Figure 1. Where the registers sit (run 1).
Bar = 20 um.
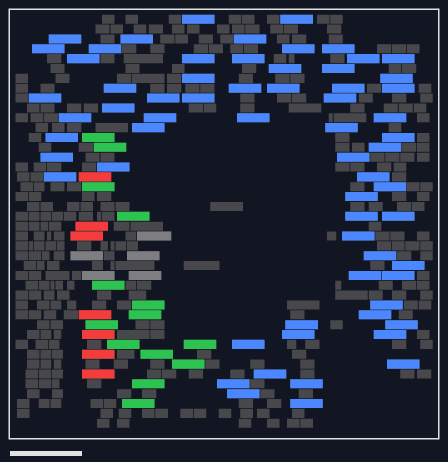
Figure 2. Wires at chosen ports, followed through buffers (run 1).
Bar = 20 um.
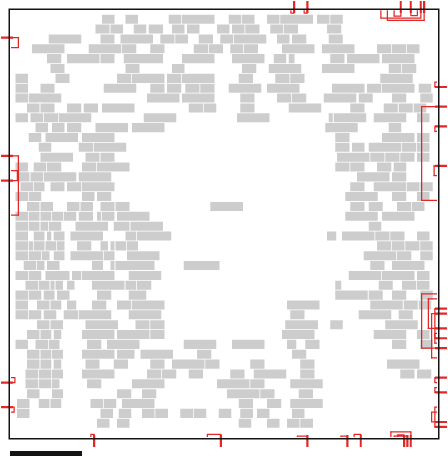
Figure 3. Signal wires by layer (run 1).
Only two layers are drawn.
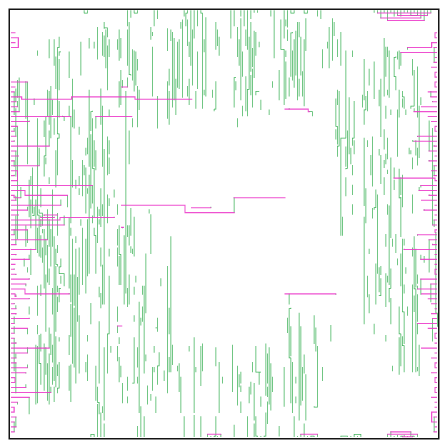
[src/rtl/lvt_port_initiator_if.sv]
// rtl/lvt_port_initiator_if.sv - write/read request, read response and memory-port bundle
// master modport is the requesting/memory side; slave modport is the initiator itself.
interface lvt_port_initiator_if #(
  parameter int ADDR_W = 7,
  parameter int DATA_W = 32
);
  logic              wr0_valid;
  logic              wr0_ready;
  logic [ADDR_W-1:0] wr0_addr;
  logic [DATA_W-1:0] wr0_data;
  logic              wr1_valid;
  logic              wr1_ready;
  logic [ADDR_W-1:0] wr1_addr;
  logic [DATA_W-1:0] wr1_data;
  logic              rd_valid;
  logic              rd_ready;
  logic [ADDR_W-1:0] rd_addr;
  logic              rsp_valid;
  logic              rsp_ready;
  logic [ADDR_W-1:0] rsp_addr;
  logic [DATA_W-1:0] rsp_data;
  logic              mem_wr0_en;
  logic [ADDR_W-1:0] mem_wr0_addr;
  logic [DATA_W-1:0] mem_wr0_data;
  logic              mem_wr1_en;
  logic [ADDR_W-1:0] mem_wr1_addr;
  logic [DATA_W-1:0] mem_wr1_data;
  logic              mem_rd_en;
  logic [ADDR_W-1:0] mem_rd_addr;
  logic [DATA_W-1:0] mem_rd_data;

  modport master (
    output wr0_valid, wr0_addr, wr0_data,
    input  wr0_ready,
    output wr1_valid, wr1_addr, wr1_data,
    input  wr1_ready,
    output rd_valid, rd_addr,
    input  rd_ready,
    input  rsp_valid, rsp_addr, rsp_data,
    output rsp_ready,
    input  mem_wr0_en, mem_wr0_addr, mem_wr0_data,
    input  mem_wr1_en, mem_wr1_addr, mem_wr1_data,
    input  mem_rd_en, mem_rd_addr,
    output mem_rd_data
  );

  modport slave (
    input  wr0_valid, wr0_addr, wr0_data,
    output wr0_ready,
    input  wr1_valid, wr1_addr, wr1_data,
    output wr1_ready,
    input  rd_valid, rd_addr,
    output rd_ready,
    output rsp_valid, rsp_addr, rsp_data,
    input  rsp_ready,
    output mem_wr0_en, mem_wr0_addr, mem_wr0_data,
    output mem_wr1_en, mem_wr1_addr, mem_wr1_data,
    output mem_rd_en, mem_rd_addr,
    input  mem_rd_data
  );
endinterface

[src/rtl/lvt_port_initiator.sv]
// rtl/lvt_port_initiator.sv - two-write/one-read port initiator with 2-entry response FIFO
// Optional collision/hazard statistics counters under macro LVT_INIT_STATS_EN.
module lvt_port_initiator #(
  parameter int ADDR_W = 7,
  parameter int DATA_W = 32
) (
  input logic                clk,
  input logic                rst,
  lvt_port_initiator_if.slave bus
`ifdef LVT_INIT_STATS_EN
  ,
  output logic [15:0]        collide_cnt,
  output logic [15:0]        hazard_cnt
`endif
);

  logic              wr0_rdy;
  logic              wr1_rdy;
  logic              wr0_fire;
  logic              wr1_fire;
  logic              raw_hazard;
  logic              credit_full;
  logic              rd_rdy;
  logic              rd_fire;
  logic              inflight;
  logic [ADDR_W-1:0] rd_addr_q;
  logic [1:0]        count;
  logic [1:0]        occupancy;
  logic              wr_ptr;
  logic              rd_ptr;
  logic              push;
  logic              pop;
  logic [ADDR_W-1:0] fifo_addr [2];
  logic [DATA_W-1:0] fifo_data [2];

  // Channel 0 wins a same-address collision; channel 1 retries next cycle.
  assign wr0_rdy  = !rst;
  assign wr1_rdy  = !rst && !(bus.wr0_valid && (bus.wr0_addr == bus.wr1_addr));
  assign wr0_fire = bus.wr0_valid && wr0_rdy;
  assign wr1_fire = bus.wr1_valid && wr1_rdy;

  assign raw_hazard = (wr0_fire && (bus.wr0_addr == bus.rd_addr)) ||
                      (wr1_fire && (bus.wr1_addr == bus.rd_addr));

  // Outstanding reads are limited to FIFO depth; a pop this cycle earns no credit.
  assign occupancy   = count + {1'b0, inflight};
  assign credit_full = occupancy[1];
  assign rd_rdy      = !rst && !raw_hazard && !credit_full;
  assign rd_fire     = bus.rd_valid && rd_rdy;

  assign bus.wr0_ready    = wr0_rdy;
  assign bus.wr1_ready    = wr1_rdy;
  assign bus.rd_ready     = rd_rdy;
  assign bus.mem_wr0_en   = wr0_fire;
  assign bus.mem_wr0_addr = bus.wr0_addr;
  assign bus.mem_wr0_data = bus.wr0_data;
  assign bus.mem_wr1_en   = wr1_fire;
  assign bus.mem_wr1_addr = bus.wr1_addr;
  assign bus.mem_wr1_data = bus.wr1_data;
  assign bus.mem_rd_en    = rd_fire;
  assign bus.mem_rd_addr  = bus.rd_addr;

  assign push = inflight;
  assign pop  = (count != 2'd0) && bus.rsp_ready;

  assign bus.rsp_valid = (count != 2'd0);
  assign bus.rsp_addr  = fifo_addr[rd_ptr];
  assign bus.rsp_data  = fifo_data[rd_ptr];

  always_ff @(posedge clk or posedge rst) begin
    if (rst) begin
      inflight  <= 1'b0;
      rd_addr_q <= '0;
    end else begin
      inflight <= rd_fire;
      if (rd_fire) begin
        rd_addr_q <= bus.rd_addr;
      end
    end
  end

  // Storage is cleared so the head entry reads as zero after reset.
  always_ff @(posedge clk or posedge rst) begin
    if (rst) begin
      count        <= 2'd0;
      wr_ptr       <= 1'b0;
      rd_ptr       <= 1'b0;
      fifo_addr[0] <= '0;
      fifo_addr[1] <= '0;
      fifo_data[0] <= '0;
      fifo_data[1] <= '0;
    end else begin
      if (push) begin
        fifo_addr[wr_ptr] <= rd_addr_q;
        fifo_data[wr_ptr] <= bus.mem_rd_data;
        wr_ptr            <= !wr_ptr;
      end
      if (pop) begin
        rd_ptr <= !rd_ptr;
      end
      if (push && !pop) begin
        count <= count + 2'd1;
      end else if (pop && !push) begin
        count <= count - 2'd1;
      end
    end
  end

`ifdef LVT_INIT_STATS_EN
  always_ff @(posedge clk or posedge rst) begin
    if (rst) begin
      collide_cnt <= 16'd0;
      hazard_cnt  <= 16'd0;
    end else begin
      if (bus.wr1_valid && !wr1_rdy && (collide_cnt != 16'hFFFF)) begin
        collide_cnt <= collide_cnt + 16'd1;
      end
      if (bus.rd_valid && raw_hazard && (hazard_cnt != 16'hFFFF)) begin
        hazard_cnt <= hazard_cnt + 16'd1;
      end
    end
  end
`endif

endmodule

[src/flat_wrapper.sv]
// flat-port wrapper written by rule: the top's interface ports become plain ports
module lvt_port_initiator_flat 
#(
  parameter int ADDR_W = 7,
  parameter int DATA_W = 32
)
  (clk, rst, bus_wr0_valid, bus_wr0_addr, bus_wr0_data, bus_wr0_ready, bus_wr1_valid, bus_wr1_addr, bus_wr1_data, bus_wr1_ready, bus_rd_valid, bus_rd_addr, bus_rd_ready, bus_rsp_valid, bus_rsp_addr, bus_rsp_data, bus_rsp_ready, bus_mem_wr0_en, bus_mem_wr0_addr, bus_mem_wr0_data, bus_mem_wr1_en, bus_mem_wr1_addr, bus_mem_wr1_data, bus_mem_rd_en, bus_mem_rd_addr, bus_mem_rd_data);
  lvt_port_initiator_if #(.ADDR_W(ADDR_W), .DATA_W(DATA_W)) bus_i ();
  input logic clk;
  input logic rst;
  input wire logic [$bits(bus_i.wr0_valid)-1:0] bus_wr0_valid;
  input wire logic [$bits(bus_i.wr0_addr)-1:0] bus_wr0_addr;
  input wire logic [$bits(bus_i.wr0_data)-1:0] bus_wr0_data;
  output wire logic [$bits(bus_i.wr0_ready)-1:0] bus_wr0_ready;
  input wire logic [$bits(bus_i.wr1_valid)-1:0] bus_wr1_valid;
  input wire logic [$bits(bus_i.wr1_addr)-1:0] bus_wr1_addr;
  input wire logic [$bits(bus_i.wr1_data)-1:0] bus_wr1_data;
  output wire logic [$bits(bus_i.wr1_ready)-1:0] bus_wr1_ready;
  input wire logic [$bits(bus_i.rd_valid)-1:0] bus_rd_valid;
  input wire logic [$bits(bus_i.rd_addr)-1:0] bus_rd_addr;
  output wire logic [$bits(bus_i.rd_ready)-1:0] bus_rd_ready;
  output wire logic [$bits(bus_i.rsp_valid)-1:0] bus_rsp_valid;
  output wire logic [$bits(bus_i.rsp_addr)-1:0] bus_rsp_addr;
  output wire logic [$bits(bus_i.rsp_data)-1:0] bus_rsp_data;
  input wire logic [$bits(bus_i.rsp_ready)-1:0] bus_rsp_ready;
  output wire logic [$bits(bus_i.mem_wr0_en)-1:0] bus_mem_wr0_en;
  output wire logic [$bits(bus_i.mem_wr0_addr)-1:0] bus_mem_wr0_addr;
  output wire logic [$bits(bus_i.mem_wr0_data)-1:0] bus_mem_wr0_data;
  output wire logic [$bits(bus_i.mem_wr1_en)-1:0] bus_mem_wr1_en;
  output wire logic [$bits(bus_i.mem_wr1_addr)-1:0] bus_mem_wr1_addr;
  output wire logic [$bits(bus_i.mem_wr1_data)-1:0] bus_mem_wr1_data;
  output wire logic [$bits(bus_i.mem_rd_en)-1:0] bus_mem_rd_en;
  output wire logic [$bits(bus_i.mem_rd_addr)-1:0] bus_mem_rd_addr;
  input wire logic [$bits(bus_i.mem_rd_data)-1:0] bus_mem_rd_data;
  assign bus_i.wr0_valid = bus_wr0_valid;
  assign bus_i.wr0_addr = bus_wr0_addr;
  assign bus_i.wr0_data = bus_wr0_data;
  assign bus_wr0_ready = bus_i.wr0_ready;
  assign bus_i.wr1_valid = bus_wr1_valid;
  assign bus_i.wr1_addr = bus_wr1_addr;
  assign bus_i.wr1_data = bus_wr1_data;
  assign bus_wr1_ready = bus_i.wr1_ready;
  assign bus_i.rd_valid = bus_rd_valid;
  assign bus_i.rd_addr = bus_rd_addr;
  assign bus_rd_ready = bus_i.rd_ready;
  assign bus_rsp_valid = bus_i.rsp_valid;
  assign bus_rsp_addr = bus_i.rsp_addr;
  assign bus_rsp_data = bus_i.rsp_data;
  assign bus_i.rsp_ready = bus_rsp_ready;
  assign bus_mem_wr0_en = bus_i.mem_wr0_en;
  assign bus_mem_wr0_addr = bus_i.mem_wr0_addr;
  assign bus_mem_wr0_data = bus_i.mem_wr0_data;
  assign bus_mem_wr1_en = bus_i.mem_wr1_en;
  assign bus_mem_wr1_addr = bus_i.mem_wr1_addr;
  assign bus_mem_wr1_data = bus_i.mem_wr1_data;
  assign bus_mem_rd_en = bus_i.mem_rd_en;
  assign bus_mem_rd_addr = bus_i.mem_rd_addr;
  assign bus_i.mem_rd_data = bus_mem_rd_data;
  lvt_port_initiator #(.ADDR_W(ADDR_W), .DATA_W(DATA_W)) u_core (.clk(clk), .rst(rst), .bus(bus_i));
endmodule
[config.mk]
export PLATFORM = sky130hd
export DESIGN_NAME = lvt_port_initiator_flat
export DESIGN_NICKNAME = d
export VERILOG_FILES = /design/src/rtl/lvt_port_initiator_if.sv /design/src/rtl/lvt_port_initiator.sv /design/src/flat_wrapper.sv
export SDC_FILE = /design/constraint.sdc
export NUM_CORES = 1
export LEC_CHECK = 0
export CAP_MARGIN = 20
export CORE_UTILIZATION = 35
export CTS_CLUSTER_SIZE = 8
export DETAILED_ROUTE_END_ITERATION = 7
export PLACE_DENSITY = 0.78
export SLEW_MARGIN = 20
export SYNTH_ARGS = -nofsm -noshare
export SYNTH_HDL_FRONTEND = slang
export SYNTH_SLANG_ARGS = --single-unit
[constraint.sdc]
create_clock -name clk -period 4.8 [get_ports clk]
set_clock_uncertainty 0.15 [all_clocks]
set_input_delay 0.48 -clock clk [delete_from_list [all_inputs] [get_ports clk]]
set_output_delay 0.48 -clock clk [all_outputs]
set_load 0.02 [all_outputs]
==> run_results.csv, run 1 <==
group,metric,value,unit
die,tapCellCount,176,
critical_path,r2r_end,"u_core.rd_addr_q[3]$_DFFE_PP0P_",
die,fp_util,0.358,
logic_synthesis,synthCells,361,
final_layout,drive_above_1_share,0.363,
grt,grt_pass1_vias,3077,
clock_network,path_clk_slew,0.06,ns
critical_path,worst-setup-path-type,"in2out",
routing,viasPerCell,4.72,
final_layout,clock_buffers,11,
grt,track_usage,0.142,
final_layout,fin_cells,584,
logic_synthesis,yosysMostFrequentCell,"mux2_2",
critical_path,crit_fanout,9,
final_layout,sh_seq_area,0.383,
logic_synthesis,yosysTopAreaCellShare,0.477,
final_layout,diodes,0,
final_layout,clock_area_frac,0.0544,
final_layout,top_regs,"u_core.fifo_data x64, u_core.fifo_addr x14, u_core.rd_addr_q x7",
logic_synthesis,syn_area_per_cell,13.1,um2
routing,wl_per_cell,16.2,um
grt,grtUsageMet2,0.233,
run,warning_count,26,
grt,grt_util_met1,0.157,
critical_path,ff2ff_setup_slack,2.74,ns
clock_network,clk_path_buf_depth,2,
grt,grt_pass1_wl,15400,um
die,core_area,0.0132,mm2
place,dpl.hpwl,6570,um
power,power_clock,0.748,mW
critical_path,slowest_delay,0.70,ns
critical_path,cp-start-kind,"input pin",
critical_path,arrival,2.81,ns
sta,fmax,290,MHz
logic_synthesis,ys_types,20,
critical_path,required,4.17,ns
critical_path,critPathBufInv,2,
die,num_rows,42,
final_layout,largest_reg_flops,64,
final_layout,flop_area,0.00225,mm2
sta,slew_headroom,0.322,
routing,drtPass1Iterations,6,
grt,grt-busiest-layer,"met2",
die,die_h,118,um
hold_path,hold-path-endpoint,"u_core.fifo_addr[6]$_DFFE_PP0P_",
routing,drc,0,
final_layout,finalNetCount,527,
logic_synthesis,yosys-top-cells-count,"mux2_2, dfrtp_1, buf_4",
logic_synthesis,yosys.area.top_type,"dfrtp_1",
logic_synthesis,ff_type,"dfrtp_1",
critical_path,critical_path.endpoint,"bus_mem_rd_en",
final_layout,final_core_util,0.446,
sta,setup_viol,0,
place,placed_cells,568,
final_layout,lay_top_count,"clkdlybuf4s50_1",
final_layout,final_cell_mix,"clkdlybuf4s50_1, mux2_2, dfrtp_1",
logic_synthesis,area_leaders,"dfrtp_1, mux2_2, buf_4, xnor2_1, xor2_1",
routing,dr.max_layer_used,"met4",
power,total_power,3.99,mW
clock_network,htree_levels,3,
logic_synthesis,ys_sh_simple,0.0246,
hold_path,min_path_type,"reg2reg",
final_layout,logic_area,0.00179,mm2
critical_path,endpoint_kind,"output port",
outcome,status,"complete, no violations",
sta,worst_pin_slew,1.02,ns
final_layout,n_all_inverters,1,
sta,rsz0062_at_grt,"no",
power,seqPwrFrac,0.354,
sta,slew_viol_final,0,
run,max_cap_viol_count,0,
clock_network,clk_latency,0.33,ns
clock_network,cts_setup_buffers,0,
clock_network,cts_hold_buf,0,
sta,fin_crit,3.44,ns
critical_path,r2r_cells,5,
logic_synthesis,synthesis.area,0.00472,mm2
power,powerComb,1.83,mW
power,p_int,2.70,mW
power,irDropWorstVdd,255,uV
clock_network,clock-root-buffer,"clkbuf_16",
logic_synthesis,adder_share,0.00265,
routing,vias,2755,
critical_path,crit_chain,"clkdlybuf4s50_1 > xnor2_1 > nand4_1 > o211a_1 > nor3b_4 > clkdlybuf4s50_1",
routing,route.met3.wl,715,um
logic_synthesis,ys_warn_count,0,
Back to the opening pictures, Figure 1:
legend:
  green:
    name_in_the_netlist: `u_core.fifo_addr`
    placed_flops: 14
  red:
    name_in_the_netlist: `u_core.rd_addr_q`
    placed_flops: 7
  blue:
    name_in_the_netlist: `u_core.fifo_data`
    placed_flops: 64
    where: spread over the die
not coloured: 5

Back to the opening pictures, Figure 2:
legend:
  red:
    port: `bus_mem_wr1_data`
    direction: output
    edge: 13 right, 8 bottom, 6 top, 5 left
    end_cells: 0
    wire: 237 um
io pins: 254
IO buf count: 125

Back to the opening pictures, Figure 3:
legend:
  green:
    layer: M2
    wire_length: 4,540 um
  magenta:
    layer: M3
    wire_length: 716 um

Figure 4. Signal wires on met1 (run 1).
Bar = 20 um. Supply wires on this layer in grey. Cells faint in the background.
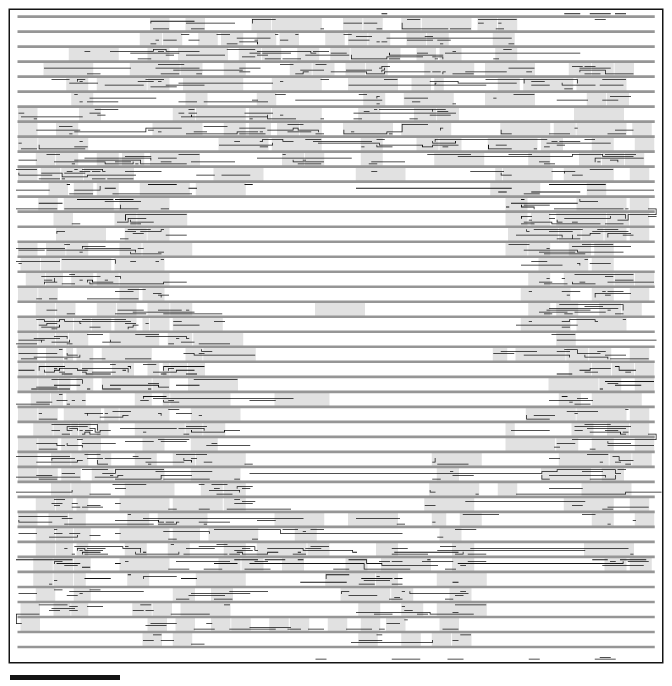

==> run 2, diff against run 1 <==
==> constraint.sdc (replaced) <==
create_clock -name clk -period 3.62 [get_ports clk]
set_clock_uncertainty 0.15 [all_clocks]
set_input_delay 0.362 -clock clk [delete_from_list [all_inputs] [get_ports clk]]
set_output_delay 0.362 -clock clk [all_outputs]
set_load 0.02 [all_outputs]
Figure 5. Signal wires on met1 (run 2).
Bar = 20 um. Supply wires on this layer in grey. Cells faint in the background.
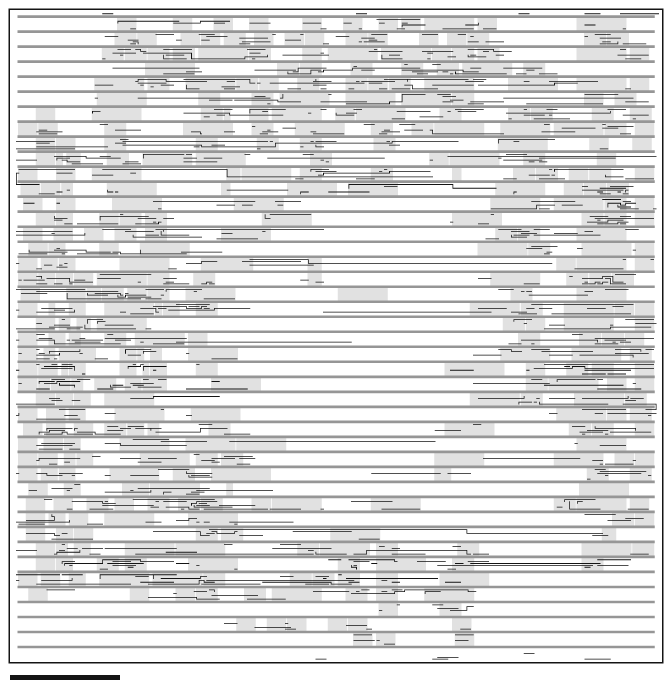
nets with wire on the layer: 408
share of all routed wire: 41%
wire length on this layer: 3,980 um

==> run 2 against run 1 <==
Design area decreased by 0.30%. Via count increased by 1.4%. Synthesized area unchanged. Power increased by 32%. Synthesized cell count unchanged. Final cell count increased by 0.34%. Largest cell class unchanged. Highest routed layer unchanged.
==> run_results.csv, run 2 <==
group,metric,value,unit
outcome,status,"complete, no violations",
clock_network,path_clk_slew,0.06,ns
critical_path,ff2ff_setup_slack,1.40,ns
grt,grt-busiest-layer,"met2",
logic_synthesis,area_leaders,"dfrtp_1, mux2_2, buf_4, xnor2_1, xor2_1",
grt,grt_pass1_wl,15500,um
logic_synthesis,ff_type,"dfrtp_1",
routing,wl_per_cell,16.7,um
sta,fmax,345,MHz
die,fp_util,0.358,
final_layout,logic_area,0.00179,mm2
critical_path,crit_chain,"buf_4 > mux2_2 > clkdlybuf4s50_1",
final_layout,diodes,0,
critical_path,critPathBufInv,2,
critical_path,cp-start-kind,"flip-flop",
logic_synthesis,ys_warn_count,0,
routing,viasPerCell,4.77,
grt,grtUsageMet2,0.257,
final_layout,flop_area,0.00225,mm2
critical_path,critical_path.endpoint,"bus_rsp_addr[5]",
clock_network,htree_levels,3,
logic_synthesis,yosysTopAreaCellShare,0.477,
sta,worst_pin_slew,1.05,ns
final_layout,drive_above_1_share,0.363,
routing,wl_met1,3980,um
final_layout,lay_top_count,"clkdlybuf4s50_1",
sta,slew_headroom,0.300,
die,die_h,118,um
routing,route.met3.wl,625,um
power,p_int,3.56,mW
final_layout,final_core_util,0.445,
critical_path,endpoint_kind,"output port",
power,powerComb,2.46,mW
run,warning_count,26,
logic_synthesis,adder_share,0.00265,
logic_synthesis,yosys.area.top_type,"dfrtp_1",
hold_path,hold-path-endpoint,"u_core.fifo_data[48]$_DFFE_PP0P_",
run,max_cap_viol_count,0,
logic_synthesis,yosysMostFrequentCell,"mux2_2",
critical_path,crit_fanout,24,
final_layout,fin_cells,586,
logic_synthesis,synthesis.area,0.00472,mm2
logic_synthesis,ys_sh_simple,0.0246,
routing,dr.max_layer_used,"met4",
clock_network,clk_latency,0.33,ns
final_layout,finalNetCount,529,
final_layout,clock_buffers,11,
grt,grt_util_met1,0.155,
power,seqPwrFrac,0.348,
die,num_rows,42,
final_layout,sh_seq_area,0.384,
clock_network,clk_path_buf_depth,2,
hold_path,min_path_type,"reg2reg",
die,core_area,0.0132,mm2
sta,fin_hold_ws,0.350,ns
place,placed_cells,570,
die,tapCellCount,176,
power,total_power,5.26,mW
grt,overflow,0,
sta,setup_viol,0,
final_layout,final_cell_mix,"clkdlybuf4s50_1, mux2_2, dfrtp_1",
critical_path,r2r_cells,3,
place,dpl.hpwl,7080,um
routing,drtPass1Iterations,4,
critical_path,arrival,2.39,ns
logic_synthesis,syn_area_per_cell,13.1,um2
clock_network,cts_hold_buf,0,
final_layout,n_all_inverters,1,
critical_path,slowest_delay,0.75,ns
place,port_buffers,125,
grt,track_usage,0.144,
critical_path,r2r_end,"u_core.fifo_data[61]$_DFFE_PP0P_",
final_layout,clock_area_frac,0.0531,
sta,rsz0062_at_grt,"no",
clock_network,cts_setup_buffers,0,
clock_network,clock-root-buffer,"clkbuf_16",
power,irDropWorstVdd,250,uV
power,power_clock,0.964,mW
critical_path,worst-setup-path-type,"reg2out",
sta,slew_viol_final,0,
routing,ant_nets,0,
sta,fin_crit,2.90,ns
logic_synthesis,yosys-top-cells-count,"mux2_2, dfrtp_1, buf_4",
die,num_io_pins,254,
grt,grt_pass1_vias,3098,
logic_synthesis,synthCells,361,
critical_path,required,3.11,ns
routing,drc,0,
logic_synthesis,netlist_logic_family_top,"multiplexers",
final_layout,largest_reg_flops,64,
Figure 6. Wires at chosen ports, followed through buffers (run 2).
Bar = 20 um.
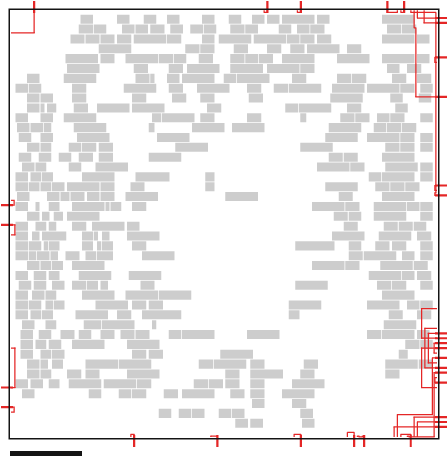
legend:
  red:
    port: `bus_mem_wr1_data`
    direction: output
    edge: 17 right, 6 bottom, 5 top, 4 left
    end_cells: 0
    wire: 337 um

Figure 7. Signal wires by layer (run 2).
Only two layers are drawn.
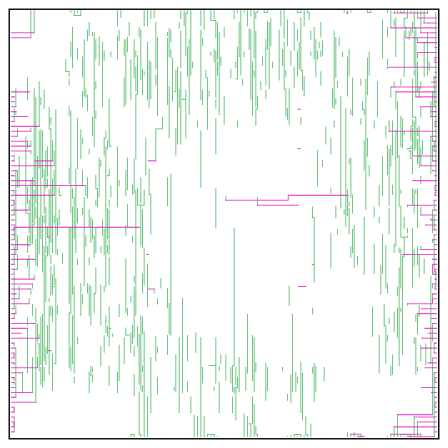

==> run 3, diff against run 2 <==
==> constraint.sdc (replaced) <==
create_clock -name clk -period 2.85 [get_ports clk]
set_clock_uncertainty 0.15 [all_clocks]
set_input_delay 0.285 -clock clk [delete_from_list [all_inputs] [get_ports clk]]
set_output_delay 0.285 -clock clk [all_outputs]
set_load 0.02 [all_outputs]
Figure 8. Signal wires by layer (run 3).
Only two layers are drawn.
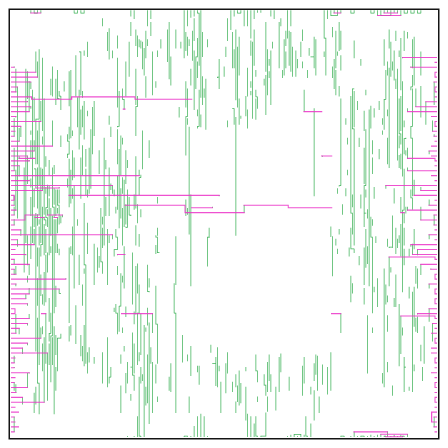
legend:
  green:
    layer: M2
    wire_length: 4,670 um
  magenta:
    layer: M3
    wire_length: 780 um
GRT Overall Usage: 0.145
Routed wire per std cell: 16.3 um
via count: 2,822
final WL: 9620 um

Figure 9. Wires at chosen ports, followed through buffers (run 3).
Bar = 20 um.
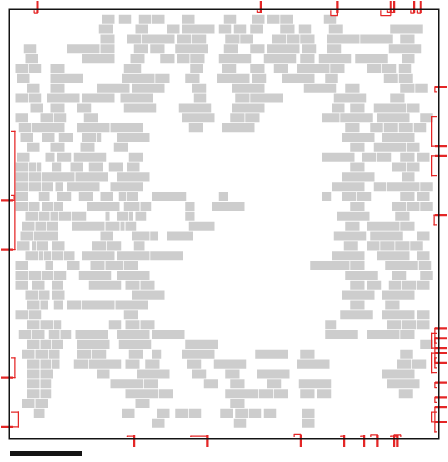
legend:
  red:
    port: `bus_mem_wr1_data`
    direction: output
    edge: 13 right, 8 bottom, 7 top, 4 left
    end_cells: 0
    wire: 169 um

==> run 3 against run 2 <==
Synthesized area stayed put. Sequential share of layout area shrank 0.34 points. Global-route usage is 0.087 points higher. Wire length down 1.8%. Die area unchanged. Flip-flop count unchanged. Core utilization grew 0.40 points. Combinational power is 31% higher. Final cell count is 0.51% higher. Register-to-register slack worse by 0.56 ns. Critical endpoint is now bus_mem_rd_en. Largest power group unchanged.
==> run_results.csv, run 3 <==
group,metric,value,unit
final_layout,n_all_inverters,1,
final_layout,final_core_util,0.449,
grt,grt_util_met1,0.159,
power,powerComb,3.23,mW
logic_synthesis,ff_type,"dfrtp_1",
run,max_cap_viol_count,0,
critical_path,arrival,2.33,ns
critical_path,crit_chain,"clkdlybuf4s50_1 > xnor2_1 > nand4_1 > o211a_1 > nor3b_4 > clkdlybuf4s50_1",
grt,grt-busiest-layer,"met2",
routing,viasPerCell,4.79,
sta,fmax,361,MHz
logic_synthesis,ys_warn_count,0,
sta,worst_pin_slew,0.664,ns
die,tapCellCount,176,
die,fp_util,0.358,
logic_synthesis,netlist_logic_family_top,"multiplexers",
clock_network,cts_hold_buf,0,
power,power_clock,1.23,mW
critical_path,ff2ff_setup_slack,0.84,ns
grt,overflow,0,
routing,dr.max_layer_used,"met4",
final_layout,clock_area_frac,0.0534,
logic_synthesis,yosysMostFrequentCell,"mux2_2",
critical_path,critPathBufInv,2,
critical_path,slowest_delay,0.65,ns
power,seqPwrFrac,0.336,
clock_network,clock-root-buffer,"clkbuf_16",
sta,rsz0062_at_grt,"no",
final_layout,final_cell_mix,"clkdlybuf4s50_1, mux2_2, dfrtp_1",
sta,setup_viol,0,
logic_synthesis,yosysTopAreaCellShare,0.477,
logic_synthesis,synthCells,361,
logic_synthesis,yosys.area.top_type,"dfrtp_1",
critical_path,required,2.41,ns
place,port_buffers,125,
critical_path,r2r_end,"u_core.rd_addr_q[3]$_DFFE_PP0P_",
clock_network,cts_setup_buffers,0,
logic_synthesis,yosys-top-cells-count,"mux2_2, dfrtp_1, buf_4",
critical_path,cp-start-kind,"input pin",
run,warning_count,27,
outcome,status,"complete, no violations",
final_layout,drive_above_1_share,0.370,
sta,fin_crit,2.77,ns
grt,grt_pass1_vias,3078,
logic_synthesis,synthesis.area,0.00472,mm2
power,total_power,6.71,mW
routing,route.met3.wl,779,um
sta,fin_hold_ws,0.350,ns
logic_synthesis,syn_area_per_cell,13.1,um2
grt,grt_pass1_wl,15500,um
power,irDropWorstVdd,461,uV
final_layout,flop_area,0.00225,mm2
routing,drc,0,
final_layout,logic_area,0.00179,mm2
logic_synthesis,area_leaders,"dfrtp_1, mux2_2, buf_4, xnor2_1, xor2_1",
critical_path,crit_fanout,3,
final_layout,finalNetCount,532,
Power and IR drop assume default switching activity.
